### Signal wires on met3

Bar = 20 um.
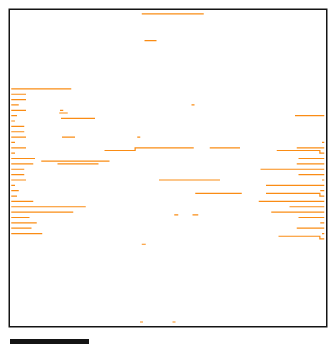
### Met1 routing

Bar = 20 um.
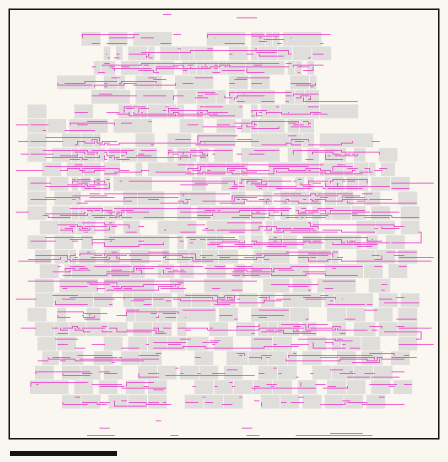
### Signal wires on met2

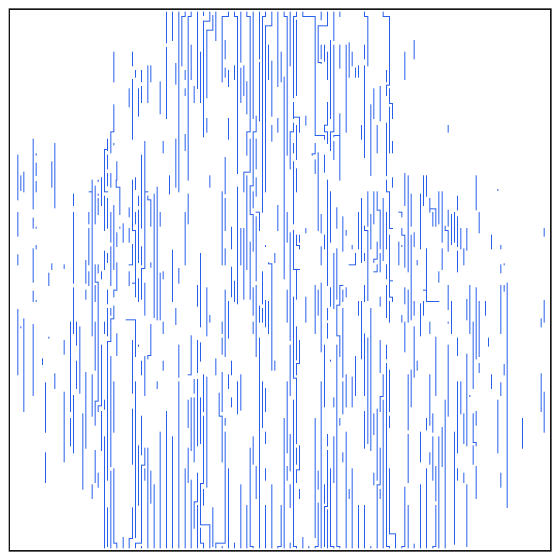
### config.mk
export PLATFORM = sky130hd
export DESIGN_NAME = alu_arbiter
export DESIGN_NICKNAME = d
export VERILOG_FILES = /design/src/rtl/alu_arbiter.sv
export SDC_FILE = /design/constraint.sdc
export NUM_CORES = 1
export LEC_CHECK = 0
export CAP_MARGIN = 15
export CORE_MARGIN = 3
export CORE_UTILIZATION = 40
export DETAILED_ROUTE_END_ITERATION = 8
export PLACE_DENSITY = 0.85
export SLEW_MARGIN = 10
export SYNTH_ARGS = -nofsm -noshare
export SYNTH_HDL_FRONTEND = slang
export SYNTH_SLANG_ARGS = --single-unit
export TNS_END_PERCENT = 50
### constraint.sdc
create_clock -name clk -period 2.93 [get_ports clk]
set_input_delay 0.4395 -clock clk [delete_from_list [all_inputs] [get_ports clk]]
set_output_delay 0.4395 -clock clk [all_outputs]
set_load 0.02 [all_outputs]
### src/rtl/alu_arbiter.sv
// ============================================================================
// Module      : alu_arbiter
// Description : Round-robin arbiter that shares one external 8-bit ALU among
//               NUM_REQ requesters and returns ID-tagged results.
// Revision    : 1.0 - initial release
// ============================================================================
`default_nettype none

module alu_arbiter #(
  parameter int NUM_REQ = 4,
  parameter int ID_W    = 2
) (
  input  logic                   clk,
  input  logic                   rst,
  input  logic [NUM_REQ-1:0]     req_valid_i,
  output logic [NUM_REQ-1:0]     req_ready_o,
  input  logic [NUM_REQ*8-1:0]   req_a_i,
  input  logic [NUM_REQ*8-1:0]   req_b_i,
  input  logic [NUM_REQ*4-1:0]   req_sel_i,
  output logic                   resp_valid_o,
  input  logic                   resp_ready_i,
  output logic [7:0]             resp_data_o,
  output logic [ID_W-1:0]        resp_id_o,
  output logic                   resp_err_o,
  output logic [7:0]             alu_a_o,
  output logic [7:0]             alu_b_o,
  output logic [3:0]             alu_sel_o,
  input  logic [7:0]             alu_out_i,
  output logic                   busy_o
);

  localparam logic [3:0] C_SEL_DIV = 4'b0011;
  localparam int         C_PAD    = 1 << ID_W;

  typedef enum logic [1:0] {
    ST_IDLE = 2'd0,
    ST_EXEC = 2'd1,
    ST_RESP = 2'd2
  } state_t;

  state_t            state_q, state_d;
  logic [ID_W-1:0]   last_grant_q, last_grant_d;
  logic [ID_W-1:0]   gnt_id_q, gnt_id_d;
  logic [7:0]        op_a_q, op_a_d;
  logic [7:0]        op_b_q, op_b_d;
  logic [3:0]        op_sel_q, op_sel_d;
  logic              resp_valid_q, resp_valid_d;
  logic [7:0]        resp_data_q, resp_data_d;
  logic [ID_W-1:0]   resp_id_q, resp_id_d;
  logic              resp_err_q, resp_err_d;

  logic [C_PAD-1:0]  w_valid_pad;
  logic              w_gnt_found;
  logic [ID_W-1:0]   w_gnt_idx;
  logic [ID_W:0]     w_cand;
  logic [7:0]        w_pick_a;
  logic [7:0]        w_pick_b;
  logic [3:0]        w_pick_sel;
  logic              w_accept;
  logic              w_resp_fire;
  logic              w_div_zero;

  // Search upward from the requester after the last winner, wrapping at NUM_REQ.
  always_comb begin
    w_valid_pad                = '0;
    w_valid_pad[NUM_REQ-1:0]   = req_valid_i;
    w_gnt_found                = 1'b0;
    w_gnt_idx                  = '0;
    w_cand                     = '0;
    for (int k = 1; k <= NUM_REQ; k++) begin
      w_cand = {1'b0, last_grant_q} + (ID_W+1)'(k);
      if (w_cand >= (ID_W+1)'(NUM_REQ)) begin
        w_cand = w_cand - (ID_W+1)'(NUM_REQ);
      end
      if (!w_gnt_found && w_valid_pad[w_cand[ID_W-1:0]]) begin
        w_gnt_found = 1'b1;
        w_gnt_idx   = w_cand[ID_W-1:0];
      end
    end
  end

  always_comb begin
    w_pick_a   = '0;
    w_pick_b   = '0;
    w_pick_sel = '0;
    for (int k = 0; k < NUM_REQ; k++) begin
      if (w_gnt_idx == ID_W'(k)) begin
        w_pick_a   = req_a_i[8*k +: 8];
        w_pick_b   = req_b_i[8*k +: 8];
        w_pick_sel = req_sel_i[4*k +: 4];
      end
    end
  end

  assign w_accept    = (state_q == ST_IDLE) && w_gnt_found;
  assign w_resp_fire = (state_q == ST_RESP) && resp_valid_q && resp_ready_i;
  assign w_div_zero  = (op_sel_q == C_SEL_DIV) && (op_b_q == 8'h00);

  // FSM state register
  always_ff @(posedge clk) begin
    if (rst) begin
      state_q <= ST_IDLE;
    end else begin
      state_q <= state_d;
    end
  end

  // FSM next state and grant strobe
  always_comb begin
    state_d     = state_q;
    req_ready_o = '0;
    case (state_q)
      ST_IDLE: begin
        if (w_gnt_found) begin
          req_ready_o = NUM_REQ'(1) << w_gnt_idx;
          state_d     = ST_EXEC;
        end
      end
      ST_EXEC: begin
        state_d = ST_RESP;
      end
      ST_RESP: begin
        if (w_resp_fire) begin
          state_d = ST_IDLE;
        end
      end
      default: begin
        state_d = ST_IDLE;
      end
    endcase
  end

  // Datapath next values; everything holds unless an event updates it.
  always_comb begin
    last_grant_d = last_grant_q;
    gnt_id_d     = gnt_id_q;
    op_a_d       = op_a_q;
    op_b_d       = op_b_q;
    op_sel_d     = op_sel_q;
    resp_valid_d = resp_valid_q;
    resp_data_d  = resp_data_q;
    resp_id_d    = resp_id_q;
    resp_err_d   = resp_err_q;

    if (w_accept) begin
      op_a_d       = w_pick_a;
      op_b_d       = w_pick_b;
      op_sel_d     = w_pick_sel;
      gnt_id_d     = w_gnt_idx;
      last_grant_d = w_gnt_idx;
    end

    if (state_q == ST_EXEC) begin
      resp_valid_d = 1'b1;
      resp_id_d    = gnt_id_q;
      resp_err_d   = w_div_zero;
      resp_data_d  = w_div_zero ? 8'hFF : alu_out_i;
    end else if (w_resp_fire) begin
      resp_valid_d = 1'b0;
    end
  end

  always_ff @(posedge clk) begin
    if (rst) begin
      last_grant_q <= ID_W'(NUM_REQ - 1);
      gnt_id_q     <= '0;
      op_a_q       <= '0;
      op_b_q       <= '0;
      op_sel_q     <= '0;
      resp_valid_q <= 1'b0;
      resp_data_q  <= '0;
      resp_id_q    <= '0;
      resp_err_q   <= 1'b0;
    end else begin
      last_grant_q <= last_grant_d;
      gnt_id_q     <= gnt_id_d;
      op_a_q       <= op_a_d;
      op_b_q       <= op_b_d;
      op_sel_q     <= op_sel_d;
      resp_valid_q <= resp_valid_d;
      resp_data_q  <= resp_data_d;
      resp_id_q    <= resp_id_d;
      resp_err_q   <= resp_err_d;
    end
  end

  // Operand registers feed the shared ALU directly, so it sees them for all of EXEC.
  assign alu_a_o      = op_a_q;
  assign alu_b_o      = op_b_q;
  assign alu_sel_o    = op_sel_q;
  assign resp_valid_o = resp_valid_q;
  assign resp_data_o  = resp_data_q;
  assign resp_id_o    = resp_id_q;
  assign resp_err_o   = resp_err_q;
  assign busy_o       = (state_q != ST_IDLE);

endmodule

`default_nettype wire

==> summary.txt <==
Synthesis and PnR results.

- Ranked by total cell area, the synthesized netlist is headed by dfxtp_1 (35%), mux2i_1 (13%), mux2_2 (6.1%).
- For reference, the final report shows the max-slew violation count at 0.
- The warning tally printed by Yosys for this design is 0.
- The launching instance or port of the critical path reads req_valid_i[3].
- The critical register-to-register path startpoint reads last_grant_q[1].
- The chip width is 80.2 um.
- The finished layout reports a core utilization of 71.0%.
- STA classifies the critical path endpoint as an output port.
- The total power divided by cell area reads 518 mW/mm^2.
- In this run the core area contains 26 standard-cell rows.
- The required time of the critical path reads 2.49 ns.
- The peak ir drop on the vdd network is 293 uV.
- The number of warnings in the stage logs is 26.
- The final weighted congestion of routability-driven global placement reads 0.913.
- The timing report lists the critical path depth as 6 cells.
- The CTS tree reads yes.
- The main logic family after synthesis is AND-OR/OR-AND gates.
- The synthesized netlist devotes 20.6% of its cell area to compound gates.
- The met1 capacity usage during global routing is 29.1%.
- The number of hold buffers added after CTS was 0.
- In this run, synthesis inferred 0 flip-flops with an integrated enable.
- The relative slew slack is 39.0%.
- The worst hold path was traced through 2 stages.
- Measured against the total synthesized area, the mux share comes to 18.9%.
- The mean post-synth cell area reads 8.77 sq um.
- CTS placed an instance of clkbuf_8 at the clock tree root.
- The final number of hold-violating endpoints is 0.
- The final period demand of the worst path reads 2.76 ns.
- The wire length on met3 reads 404 um.
- The top cell types in the final layout, fill and taps aside, are clkdlybuf4s50_1 (128), dfxtp_1 (38), mux2i_1 (28), nor2_1 (25), nand2_1 (19).
- The number of max-cap violations reads 0.
- The post-CTS clock slew at the launch and capture registers of the worst setup and hold paths is 0.08 ns.
- The fraction of registers with async set or reset after synthesis is 0%.
- The detailed router put a total of 3.16 mm of wire on met1.
- The largest total area in the synthesized netlist belongs to dfxtp_1.
- The pin count of the biggest net entering global routing is 28.
- The largest delay contributor family on the critical path reads buffers and inverters.
- Summing the sequential cell areas from Yosys gives 34.5% of the chip area.
- The worst hold slack reads 0.458 ns.
- The post-route clock skew is 0.00695 ns.
- The adder and majority cell fraction of the synthesized area reads 0%.
- The synth_stat.txt file lists the number of cells as 251.
- The type of the worst setup path reads input pin to output port.
- The wire length of the first global-routing pass reads 11.6 mm.
- The post-layout instance count excluding filler cells is 455.
- Clock latency on the worst-skew pair, taken at its later pin, is 0.29 ns.
- The maximum clock path buffer count reads 2.
- The run finished with clean final reports.
- The highest metal layer used by the detailed router is met4.
- The initial antenna violation count reads 0.
- Input and output buffers added on the ports amount to 131.
- The routed design uses 3.52 mm of met2 wire.
- The post-layout period usage of the worst path is 94.1%.
- The most repeated library cell on the critical path is nor3_1.
- The end point of the critical path reads req_ready_o[0].
- The leakage power total is 1.45 nW.
- The core outline area reads 0.00520 sq mm.
- The post-synthesis xor/xnor area fraction reads 0%.
- The final critical-path setup slack reads 0.174 ns.
- The number of primary I/O pins is 132.
- The area fraction in and, or, nand and nor cells reads 19.0%.
- The area growth from synthesis to layout reads 67.9%.
- The antenna violation net count after detailed routing reads 0.
- The startpoint of the tightest hold check path reads resp_id_o[1].
- The maximum single-stage delay on the critical path is 0.52 ns.
- The gate count of the mapped netlist reads 251.
- Per the final layout report, the fraction of cells sized above drive strength 1 comes to 10.6%.
- The overall chip area reads 0.00643 sq mm.
- The repair_antennas step left the layout with diodes totalling 0.
- The data arrival time of the critical path is 2.32 ns.
- The launching element type of the critical path reads an input pin.
- The worst register-to-register path ends at alu_b_o[5].
- The average vias per placed instance is 5.18.
- The end of the worst hold path reads resp_id_o[1].
- The floorplan die height is 80.2 um.
- The actual transition at the worst max-transition pin reads 0.911 ns.
- The number of clock sinks came to 38.
- The fraction of post-synthesis cell area in the top cell type by area reads 34.5%.
- Looking at the critical path, the highest net fanout was 7.
- The library cell used most frequently in the layout, excluding fill and tap cells, is clkdlybuf4s50_1.
- The number of clock buffers inserted by TritonCTS reads 5.
- Post-CTS repair ended up resizing 2 cells.
- The number of buffers and inverters on the critical path is 2.
- The final timing report counts setup violations totalling 0.
- The minimum setup slack after placement is -0.134 ns.
- Once the clock tree was built, the setup fixing pass inserted 0 buffers.
- The number of synthesized register bits is 38.
- Setup repair after global routing left no endpoint under its margin.
- Counting tap cells, the placed design contains a total of 447 instances.
- Once the floorplan was initialized, standard cells occupied 42.3% of the core.
- Yosys mapped the design onto 38 distinct sky130hd cell types.
-- 'Signal wires on met3' (at the start) --
share of all routed wire: 5.6%
main direction: horizontal
nets with wire on the layer: 60
longest straight run: 18.6 um
wire length on this layer: 404 um
met3 GRT Util: 3.92%
total detailed-routing wirelength: 7.21 mm

-- 'Met1 routing' (at the start) --
wire length on this layer: 3160 um
main direction: horizontal
share of all routed wire: 44%

-- 'Signal wires on met2' (at the start) --
share of all routed wire: 49%
longest straight run: 33.3 um
main direction: vertical
number of vias in the routed layout: 2359
GR Util met2: 38.1%

flip-flops by register name (all words and copies together) (netlist names):
signal,cells
resp_data_o,8
resp_err_o,1
alu_sel_o,4
resp_id_o,2
alu_a_o,8
state_q,2
alu_b_o,8
last_grant_q,2
gnt_id_q,2
resp_valid_o,1
worst min-delay path: cells and delay by family, from the launching register on:
family | cells | cell delay [ns]
compound gates | 1 | 0.05
simple gates | 1 | 0.05
flops | 1 | 0.31
layout make-up:
type,count,area (sq um)
clock inverter,1,5.00
timing repair buffer,143,1410
multi-input combinational,186,1320
fill,415,1510
tap,70,87.6
clock buffer,7,86.3
inverter,10,37.5
sequential,38,761
report_power, final:
part,internal (mW),leakage [nW],switching [mW]
combinational,0.464,1.09,0.416
sequential,0.597,0.314,0.0642
clock,0.190,0.0482,0.182
Power and IR drop assume default switching activity.
